===== src/rtl/pu_accum_pkg.sv =====
// Shared constants and helpers for the multi-channel accumulator processing unit.
// Attribute bit positions and signed range limits for a given word width.
package pu_accum_pkg;

    localparam int ATTR_INVALID  = 0;
    localparam int ATTR_OVERFLOW = 1;

    function automatic logic [63:0] signed_max(input int width);
        return (64'd1 << (width - 1)) - 64'd1;
    endfunction

    function automatic logic [63:0] signed_min(input int width);
        return 64'd1 << (width - 1);
    endfunction

endpackage


===== src/rtl/pu_accum_alu.sv =====
// Combinational negate/add/overflow datapath shared by all accumulator channels.
// Define PU_ACCUM_BANK_SATURATE_EN to clamp overflowing results instead of wrapping.
module pu_accum_alu
    import pu_accum_pkg::*;
#(
    parameter int DATA_WIDTH = 16
) (
    input  logic [DATA_WIDTH-1:0] acc,
    input  logic [DATA_WIDTH-1:0] data_in,
    input  logic                  neg,
    input  logic                  init,
    output logic [DATA_WIDTH-1:0] result,
    output logic                  ovf
);

    localparam logic [DATA_WIDTH-1:0] MIN_VAL = DATA_WIDTH'(signed_min(DATA_WIDTH));

    logic [DATA_WIDTH-1:0] op;
    logic [DATA_WIDTH-1:0] sum;
    logic                  neg_ovf;
    logic                  add_ovf;

`ifdef PU_ACCUM_BANK_SATURATE_EN
    localparam logic [DATA_WIDTH-1:0] MAX_VAL = DATA_WIDTH'(signed_max(DATA_WIDTH));

    // Exact sum at two extra bits so the clamp direction is never ambiguous.
    logic signed [DATA_WIDTH:0]   op_w;
    logic signed [DATA_WIDTH+1:0] acc_w;
    logic signed [DATA_WIDTH+1:0] sum_w;
`endif

    always_comb begin
        neg_ovf = neg && (data_in == MIN_VAL);
        op      = neg ? ('0 - data_in) : data_in;
        sum     = acc + op;
        add_ovf = (acc[DATA_WIDTH-1] == op[DATA_WIDTH-1]) &&
                  (sum[DATA_WIDTH-1] != acc[DATA_WIDTH-1]);
        ovf     = neg_ovf | (!init & add_ovf);

`ifdef PU_ACCUM_BANK_SATURATE_EN
        op_w  = neg ? -$signed({data_in[DATA_WIDTH-1], data_in})
                    :  $signed({data_in[DATA_WIDTH-1], data_in});
        acc_w = init ? '0 : $signed({{2{acc[DATA_WIDTH-1]}}, acc});
        sum_w = acc_w + $signed({op_w[DATA_WIDTH], op_w});
        if (sum_w > $signed({2'b00, MAX_VAL})) begin
            result = MAX_VAL;
        end else if (sum_w < $signed({2'b11, MIN_VAL})) begin
            result = MIN_VAL;
        end else begin
            result = sum_w[DATA_WIDTH-1:0];
        end
`else
        result = init ? op : sum;
`endif
    end

endmodule


===== src/rtl/pu_accum_bank.sv =====
// Bank of CHANNELS signed accumulators with sticky overflow/invalid flags and a
// registered, zero-when-idle output. Optional clamp mode: PU_ACCUM_BANK_SATURATE_EN.
module pu_accum_bank
    import pu_accum_pkg::*;
#(
    parameter int DATA_WIDTH = 16,
    parameter int ATTR_WIDTH = 2,
    parameter int CHANNELS   = 4,
    parameter int CH_WIDTH   = $clog2(CHANNELS)
) (
    input  logic                  clk,
    input  logic                  rst,
    input  logic [CH_WIDTH-1:0]   signal_ch,
    input  logic                  signal_load,
    input  logic                  signal_init,
    input  logic                  signal_neg,
    input  logic [DATA_WIDTH-1:0] data_in,
    input  logic [ATTR_WIDTH-1:0] attr_in,
    input  logic                  signal_oe,
    output logic [DATA_WIDTH-1:0] data_out,
    output logic [ATTR_WIDTH-1:0] attr_out
);

    logic [DATA_WIDTH-1:0] acc_q [CHANNELS];
    logic [CHANNELS-1:0]   ovf_q;
    logic [CHANNELS-1:0]   inv_q;

    logic                  sel_hit;
    logic [DATA_WIDTH-1:0] sel_acc;
    logic [ATTR_WIDTH-1:0] sel_attr;
    logic [DATA_WIDTH-1:0] alu_result;
    logic                  alu_ovf;
    logic                  unused_attr;

    assign unused_attr = ^attr_in[ATTR_WIDTH-1:1];

    // An index with no matching channel selects nothing and reads as zero.
    always_comb begin
        sel_hit  = 1'b0;
        sel_acc  = '0;
        sel_attr = '0;
        for (int i = 0; i < CHANNELS; i++) begin
            if (signal_ch == CH_WIDTH'(i)) begin
                sel_hit                 = 1'b1;
                sel_acc                 = acc_q[i];
                sel_attr[ATTR_OVERFLOW] = ovf_q[i];
                sel_attr[ATTR_INVALID]  = inv_q[i];
            end
        end
    end

    pu_accum_alu #(
        .DATA_WIDTH(DATA_WIDTH)
    ) u_alu (
        .acc    (sel_acc),
        .data_in(data_in),
        .neg    (signal_neg),
        .init   (signal_init),
        .result (alu_result),
        .ovf    (alu_ovf)
    );

    // Output captures the pre-update channel value; the update lands on the same edge.
    always_ff @(posedge clk) begin
        if (!rst) begin
            for (int i = 0; i < CHANNELS; i++) begin
                acc_q[i] <= '0;
            end
            ovf_q    <= '0;
            inv_q    <= '0;
            data_out <= '0;
            attr_out <= '0;
        end else begin
            if (signal_oe && sel_hit) begin
                data_out <= sel_acc;
                attr_out <= sel_attr;
            end else begin
                data_out <= '0;
                attr_out <= '0;
            end
            for (int i = 0; i < CHANNELS; i++) begin
                if (signal_load && (signal_ch == CH_WIDTH'(i))) begin
                    acc_q[i] <= alu_result;
                    ovf_q[i] <= signal_init ? alu_ovf : (ovf_q[i] | alu_ovf);
                    inv_q[i] <= signal_init ? attr_in[ATTR_INVALID]
                                            : (inv_q[i] | attr_in[ATTR_INVALID]);
                end
            end
        end
    end

endmodule


===== config.mk =====
export PLATFORM = sky130hd
export DESIGN_NAME = pu_accum_bank
export DESIGN_NICKNAME = d
export VERILOG_FILES = /design/src/rtl/pu_accum_pkg.sv /design/src/rtl/pu_accum_alu.sv /design/src/rtl/pu_accum_bank.sv
export SDC_FILE = /design/constraint.sdc
export NUM_CORES = 1
export LEC_CHECK = 0
export ABC_AREA = 1
export CORE_MARGIN = 1
export CORE_UTILIZATION = 30
export DETAILED_ROUTE_END_ITERATION = 8
export HOLD_SLACK_MARGIN = 0.02
export PLACE_DENSITY = 0.58
export RECOVER_POWER = 50
export SLEW_MARGIN = 25
export SYNTH_ARGS = -nofsm -noshare
export SYNTH_HDL_FRONTEND = slang
export SYNTH_SLANG_ARGS = --single-unit

===== constraint.sdc =====
create_clock -name clk -period 4.3 [get_ports clk]
set_input_delay 0.86 -clock clk [delete_from_list [all_inputs] [get_ports clk]]
set_output_delay 0.86 -clock clk [all_outputs]
set_load 0.02 [all_outputs]

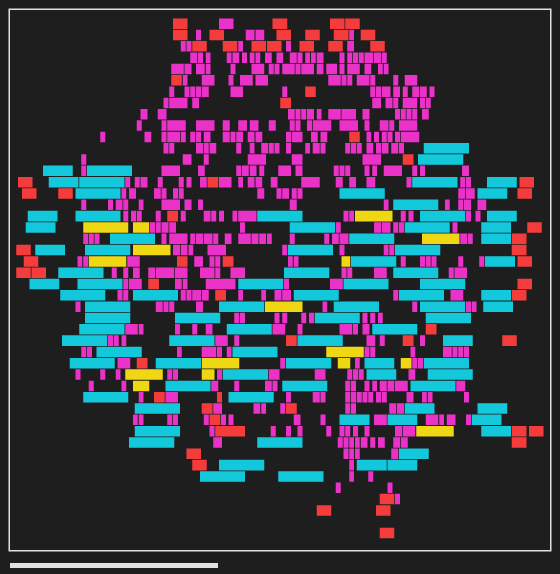
**Above:** cell classes on the final placement.
The bar under the picture is 50 um long.
| class | colour | cells | share of their area |
|---|---|---|---|
| remaining logic cells | magenta | 484 | 42% |
| clock drivers and dummy loads | yellow | 16 | 5.4% |
| remaining buffers and delay cells | red | 63 | 10% |
| registers | cyan | 90 | 43% |
# rows: 46
Core Area: 15900 sq um
design area: 6000 sq um

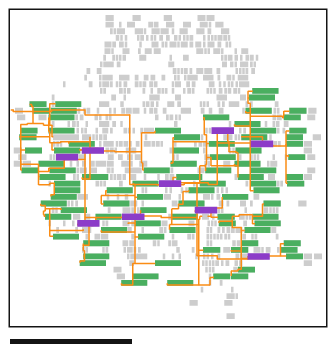
**Above:** routed clock nets over the placement.
The bar under the picture is 50 um long.
[flip-flops] green | count: 90
[clock wires] orange | length: 1120 um
[clock-net drivers] purple | count: 9
routed clock nets: 10
Insertion Delay late pin: 0.35 ns
Power Clock: 824 uW
clk_skew: 0.00908 ns
Clock Power Share: 0.360

==> run notes <==
run results: die span in y 130 um, Layout non-clock buf frac 0.0977, met1 wire length about 5.8 mm, Area Overhead vs Synth 22.6%, Non-clk invs approximately 66, largest class registers, Die W approximately 130 um, worst-path cell chain dlygate4sd3_1, buf_4, nand2_2, clkbuf_1, or2_4, nand2_2, inv_1, ha_1, nand3_1, nand3_1, nand2_1, nand2_1, a21oi_1, o21ai_0, nand3_1, nand2_1, nand2_1, nand3_1, nand2_1, inv_1, nor2_1, leak pwr roughly 2.7 nW, Post-synth ARST share 0, leading post-synthesis cells by cell area edfxtp_1, dfxtp_1, nand2_1, nor2_1, inv_1, Critical Path Source signal_ch[1], WP data arrival slightly above 4 ns, status finished, final reports clean, r2r setup slk about 1.4 ns, tap cell count 216, Gates resized, CTS repair 0, GRT Overall Usage 0.163, non-filler cells, final slightly below 900, CTS root buf clkbuf_16, MUX share of area 0.00409, Crit path depth 21, HPWL after DPL roughly 9.5 mm, largest net degree at the start of global routing 20, Die Size 16800 sq um, top-count cell post-synth nand2_1, post-route core utilization 0.378, EDFF count, synth around 64, Placed Cells roughly 850, Commonest flop edfxtp_1, # IOs approximately 44, DRT Pass-1 Iters 5, Yosys top cell by area edfxtp_1, Hold WC Path Type reg2reg, chip area in the Yosys report slightly below 5000 sq um, RSZ-0062 raised after global routing false, Logic power comb roughly 480 uW, CTS tree done, Slew @ Worst Pin roughly 0.85 ns, Worst path slowest cell dlygate4sd3_1, syn_area_per_cell approximately 8.3 sq um, crit path capture type flip-flop, Yosys cell types 39, post-placement cell area 5690 sq um, GR Util met1 0.198, PortBufs 42, htree depth 3, Post-route DRC 0, Hold Path Depth 2, worst-path maximum fanout 6, CTS Sinks about 90, adder share 0.0450, vias in the first global route 4012, most flop-heavy register acc_q, FF-to-FF Start acc_q[2][0], Max stage delay on crit path 0.59 ns, met2 Resource Use GR 0.283, met2 WL 6.26 mm, antenna viol nets, final 0, Comb gate area roughly 2100 sq um, pwr dens ~380 nW/um^2, ratio of cells with drive above 1 in the final layout 0.0934, power share of the combinational group 0.208, comb area leader simple AND/OR/NAND/NOR gates, drt via density 4.74, initial antenna violation count 0, worst setup margin approximately 0.35 ns, Top-area cell share 0.392, Hold Crit Start ovf_q[3], Switching Power about 680 uW, register share after synthesis 0.499, Final GP Congestion between 0.8 and 0.9, f_max 253 MHz, flip-flops 90, grt peak-use layer met2, sequential power share 0.432
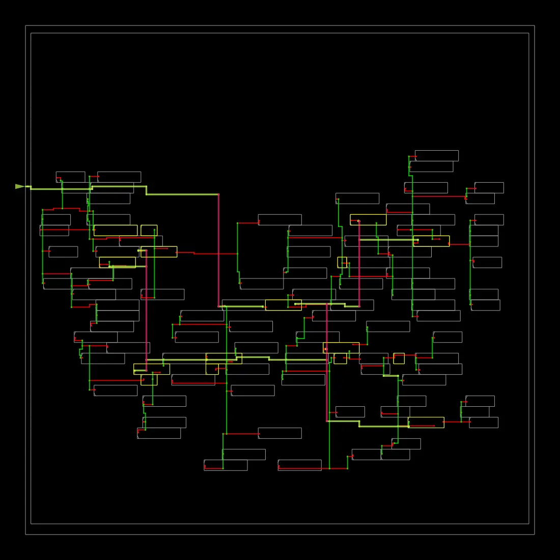
**Above:** the clock network.
clock buf count: 9
TritonCTS Buffers: 9

Power and IR drop assume default switching activity.
